===== src/rtl/pc_fetch_unit_pkg.sv =====
// Shared encodings for the instruction-fetch unit: FSM states, fault causes
// and the reset value of the instruction register.
package pc_fetch_unit_pkg;

  typedef enum logic [1:0] {
    FETCH_REQ   = 2'b00,
    FETCH_WAIT  = 2'b01,
    FETCH_HOLD  = 2'b10,
    FETCH_FAULT = 2'b11
  } fetch_state_e;

  typedef enum logic [1:0] {
    CAUSE_NONE       = 2'b00,
    CAUSE_MISALIGNED = 2'b01,
    CAUSE_BUS_ERR    = 2'b10,
    CAUSE_TIMEOUT    = 2'b11
  } fault_cause_e;

  // addi x0, x0, 0
  localparam logic [31:0] NOP_INSTR = 32'h0000_0013;

endpackage


===== src/rtl/pc_fetch_unit.sv =====
// Non-pipelined instruction fetch: owns the architectural PC, issues one
// imem read per PC and holds the returned word for decode until retire.
module pc_fetch_unit
  import pc_fetch_unit_pkg::*;
#(
  parameter logic [31:0] RESET_PC       = 32'h0000_0000,
  parameter int          TIMEOUT_CYCLES = 255
) (
  input  logic        clk,
  input  logic        rst_n,
  input  logic [31:0] next_pc,
  input  logic        pc_update,
  output logic [31:0] pc,
  output logic        imem_req_valid,
  input  logic        imem_req_ready,
  output logic [31:0] imem_addr,
  input  logic        imem_resp_valid,
  input  logic [31:0] imem_resp_data,
  input  logic        imem_resp_err,
  output logic        instr_valid,
  output logic [31:0] instr,
  output logic        fault,
  output logic [1:0]  fault_cause
);

  // The counter holds the number of completed WAIT cycles, so the last
  // permitted WAIT cycle is the one where it reads TIMEOUT_CYCLES-1.
  localparam logic [7:0] LAST_WAIT = 8'(TIMEOUT_CYCLES - 1);

  fetch_state_e state_q, state_d;
  fault_cause_e cause_q, cause_d;
  logic [31:0]  pc_q;
  logic [31:0]  instr_q;
  logic [7:0]   wait_cnt_q;
  logic         pc_load;
  logic         instr_load;
  logic         cnt_clear;

  always_comb begin
    // NOTE: every signal assigned in this block gets a default first, so no
    // path through the case statement can leave one unassigned and infer a latch.
    state_d    = state_q;
    cause_d    = cause_q;
    pc_load    = 1'b0;
    instr_load = 1'b0;
    cnt_clear  = 1'b0;

    case (state_q)
      FETCH_REQ: begin
        if (imem_req_ready) begin
          state_d   = FETCH_WAIT;
          cnt_clear = 1'b1;
        end
      end

      FETCH_WAIT: begin
        // A response arriving in the expiry cycle takes priority over the timeout.
        if (imem_resp_valid) begin
          if (imem_resp_err) begin
            state_d = FETCH_FAULT;
            cause_d = CAUSE_BUS_ERR;
          end else begin
            state_d    = FETCH_HOLD;
            instr_load = 1'b1;
          end
        end else if (wait_cnt_q == LAST_WAIT) begin
          state_d = FETCH_FAULT;
          cause_d = CAUSE_TIMEOUT;
        end
      end

      FETCH_HOLD: begin
        if (pc_update) begin
          if (next_pc[1:0] != 2'b00) begin
            state_d = FETCH_FAULT;
            cause_d = CAUSE_MISALIGNED;
          end else if (next_pc != pc_q) begin
            state_d = FETCH_REQ;
            pc_load = 1'b1;
          end
          // next_pc == pc is a stall replay: keep the held word, no refetch.
        end
      end

      FETCH_FAULT: ;  // sticky until reset

      default: state_d = FETCH_FAULT;
    endcase
  end

  // NOTE: sequential state uses non-blocking assignments so every register
  // samples the pre-edge values regardless of statement order.
  always_ff @(posedge clk or negedge rst_n) begin
    if (!rst_n) begin
      state_q    <= FETCH_REQ;
      cause_q    <= CAUSE_NONE;
      pc_q       <= RESET_PC;
      instr_q    <= NOP_INSTR;
      wait_cnt_q <= 8'd0;
    end else begin
      state_q <= state_d;
      cause_q <= cause_d;
      if (pc_load)    pc_q    <= next_pc;
      if (instr_load) instr_q <= imem_resp_data;
      if (cnt_clear) begin
        wait_cnt_q <= 8'd0;
      end else if (state_q == FETCH_WAIT) begin
        wait_cnt_q <= wait_cnt_q + 8'd1;
      end
    end
  end

  assign pc             = pc_q;
  assign imem_addr      = pc_q;
  assign imem_req_valid = (state_q == FETCH_REQ);
  assign instr_valid    = (state_q == FETCH_HOLD);
  assign instr          = instr_q;
  assign fault          = (state_q == FETCH_FAULT);
  assign fault_cause    = cause_q;

endmodule


===== config.mk =====
export PLATFORM = sky130hd
export DESIGN_NAME = pc_fetch_unit
export DESIGN_NICKNAME = d
export VERILOG_FILES = /design/src/rtl/pc_fetch_unit_pkg.sv /design/src/rtl/pc_fetch_unit.sv
export SDC_FILE = /design/constraint.sdc
export NUM_CORES = 1
export LEC_CHECK = 0
export ABC_AREA = 1
export CORE_UTILIZATION = 47
export CTS_BUF_LIST = sky130_fd_sc_hd__clkbuf_4
export CTS_CLUSTER_SIZE = 28
export DETAILED_ROUTE_END_ITERATION = 10
export MAX_ROUTING_LAYER = met4
export PLACE_DENSITY = 0.93
export SLEW_MARGIN = 15
export SYNTH_ARGS = -nofsm -noshare
export SYNTH_HDL_FRONTEND = slang
export SYNTH_SLANG_ARGS = --single-unit
export TNS_END_PERCENT = 20

===== constraint.sdc =====
create_clock -name clk -period 4.6 [get_ports clk]
set_input_delay 1.15 -clock clk [delete_from_list [all_inputs] [get_ports clk]]
set_output_delay 1.15 -clock clk [all_outputs]
set_load 0.01 [all_outputs]

==> flow_metrics.env, run 1 <==
# yosys + openroad results
export IMPL_status="finished, final reports clean"
export IMPL_synthCells=487
export IMPL_ff2ff_setup_slack_ps=2160
export IMPL_place_ws_ps=1060
export IMPL_drv_cap=0
export IMPL_slowest_delay_ps=510
export IMPL_grt_util_met1=0.283
export IMPL_sequential_cell_total=76
export IMPL_critPathBufInv=2
export IMPL_layout_top_cell="nand2_1"
export IMPL_power_total_w=0.00331
export IMPL_cts_sinks=76
export IMPL_synthArstFlopShare=1.00
export IMPL_core_area_um2=7810
export IMPL_clock_skew_ps=19.6
export IMPL_setup_tns_ps=0
export IMPL_ys_cells=487
export IMPL_comb_share=0.271
export IMPL_wl_met1_um=3980
export IMPL_yosys_stat_seqShare=0.495
export IMPL_drive_above_1_share=0.0462
export IMPL_path_depth=11
export IMPL_aoi_share=0.0354
### The metal 1 layer, run 1

Drawn at 4 px/um. Supply wires on this layer in gray.
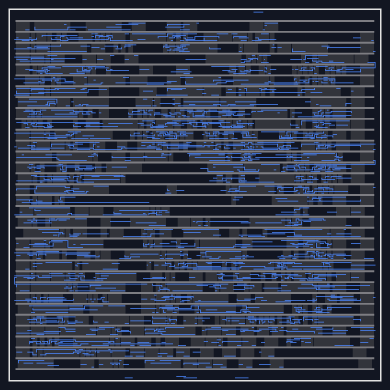
- nets with wire on the layer: 590
- main direction: horizontal
- share of all routed wire: 41%
- longest straight run: 33.1 um

### Metal 2, run 1

Drawn at 4 px/um.
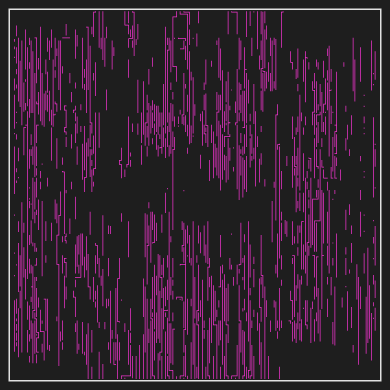
- longest straight run: 41.8 um
- main direction: vertical
- nets with wire on the layer: 582
- share of all routed wire: 51%
- wire length on this layer: 4940 um

### M3 wires, run 1

Drawn at 6 px/um.
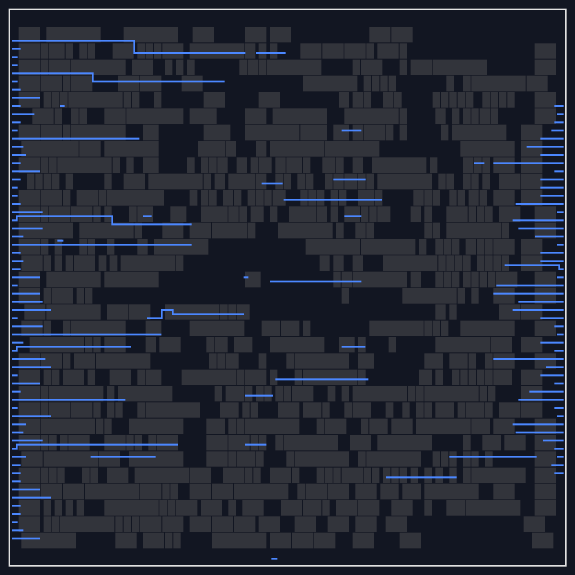
- wire length on this layer: 708 um
- share of all routed wire: 7.2%
GR Layer Usage met3: 0.0542
Vias: 3508
WL final: 9770 um

### Routing congestion map, run 1

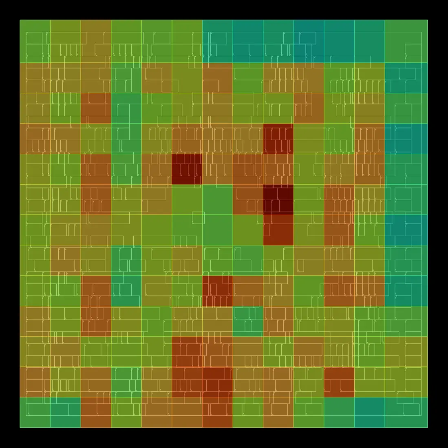

==> run 2, diff against run 1 <==
--- a/config.mk
+++ b/config.mk
@@ -6,12 +6,12 @@
 export NUM_CORES = 1
 export LEC_CHECK = 0
 export ABC_AREA = 1
-export CORE_UTILIZATION = 47
+export CORE_UTILIZATION = 39
 export CTS_BUF_LIST = sky130_fd_sc_hd__clkbuf_4
 export CTS_CLUSTER_SIZE = 28
 export DETAILED_ROUTE_END_ITERATION = 10
 export MAX_ROUTING_LAYER = met4
-export PLACE_DENSITY = 0.93
+export PLACE_DENSITY = 0.82
 export SLEW_MARGIN = 15
 export SYNTH_ARGS = -nofsm -noshare
 export SYNTH_HDL_FRONTEND = slang
==> constraint.sdc (replaced) <==
create_clock -name clk -period 2.9 [get_ports clk]
set_input_delay 0.725 -clock clk [delete_from_list [all_inputs] [get_ports clk]]
set_output_delay 0.725 -clock clk [all_outputs]
set_load 0.01 [all_outputs]
### Routing congestion map, run 2

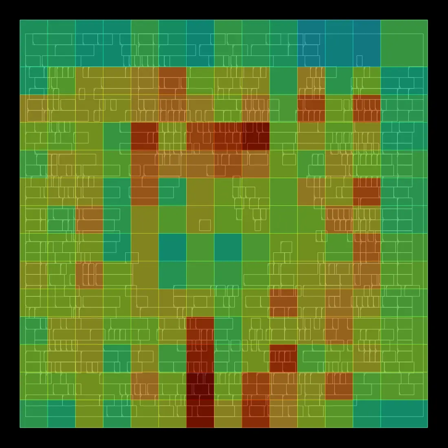
gr busiest metal: met2
final core occ: 0.590
GRT Total Usage: 0.188

### The metal 1 layer, run 2

Drawn at 4 px/um. Supply wires on this layer in gray.
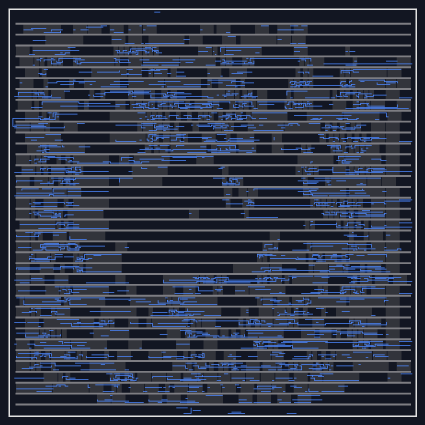
- main direction: horizontal
- share of all routed wire: 43%
- longest straight run: 22.5 um

==> run 2 against run 1 <==
- worst hold slack lost 12 ps
- synthesized area is the same
- setup slack got worse by 1000 ps
- sequential power is about 60% higher
- final cell count grew 4.1%
- register-to-register slack got worse by 1100 ps
- clock skew rose by 3.7 ps
- cell area increased by 1.7%
- sequential cell count unchanged
- clock power rose by 110%
- power is 63% higher
- combinational power increased by 57%
- highest routed layer unchanged
==> flow_metrics.env, run 2 <==
# yosys + openroad results
export IMPL_status="finished, final reports clean"
export IMPL_wl_um=9180
export IMPL_critical_path_cell_chain="inv_1 -> ha_1 -> clkdlybuf4s50_1"
export IMPL_bufAreaShareNonClock=0.309
export IMPL_cts_resized=0
export IMPL_antenna_cells=0
export IMPL_place_ws_ps=317
export IMPL_drv_cap=0
export IMPL_use_met3=0.0373
export IMPL_clock_skew_ps=23.3
export IMPL_setup_tns_ps=0
export IMPL_routedWlPerCell_um=12.1
export IMPL_via_count=3446
export IMPL_drive_above_1_share=0.0523
export IMPL_power_total_w=0.00539
export IMPL_nFillCells=822
export IMPL_critPathArrivalTime_ps=1750
export IMPL_yosys_stat_seqShare=0.495
export IMPL_ff2ff_setup_slack_ps=1060
export IMPL_warnings=30
export IMPL_die_y_um=101
export IMPL_comb_share=0.266
export IMPL_slowest_delay_ps=570
export IMPL_maxPowerGroup="combinational cells"
export IMPL_synthArstFlopShare=1.00
export IMPL_critPathBufInv=2
export IMPL_cts_sinks=76
export IMPL_path_depth=3
export IMPL_clk_pin_slew_worst_paths_ps=120
export IMPL_grt_util_met1=0.220
export IMPL_aoi_share=0.0354
export IMPL_ys_cells=487
export IMPL_finalClockPeriodUsage=0.854
export IMPL_clk_path_buf_depth=2
export IMPL_core_area_um2=9420
Power is estimated from default activity; no workload was simulated.
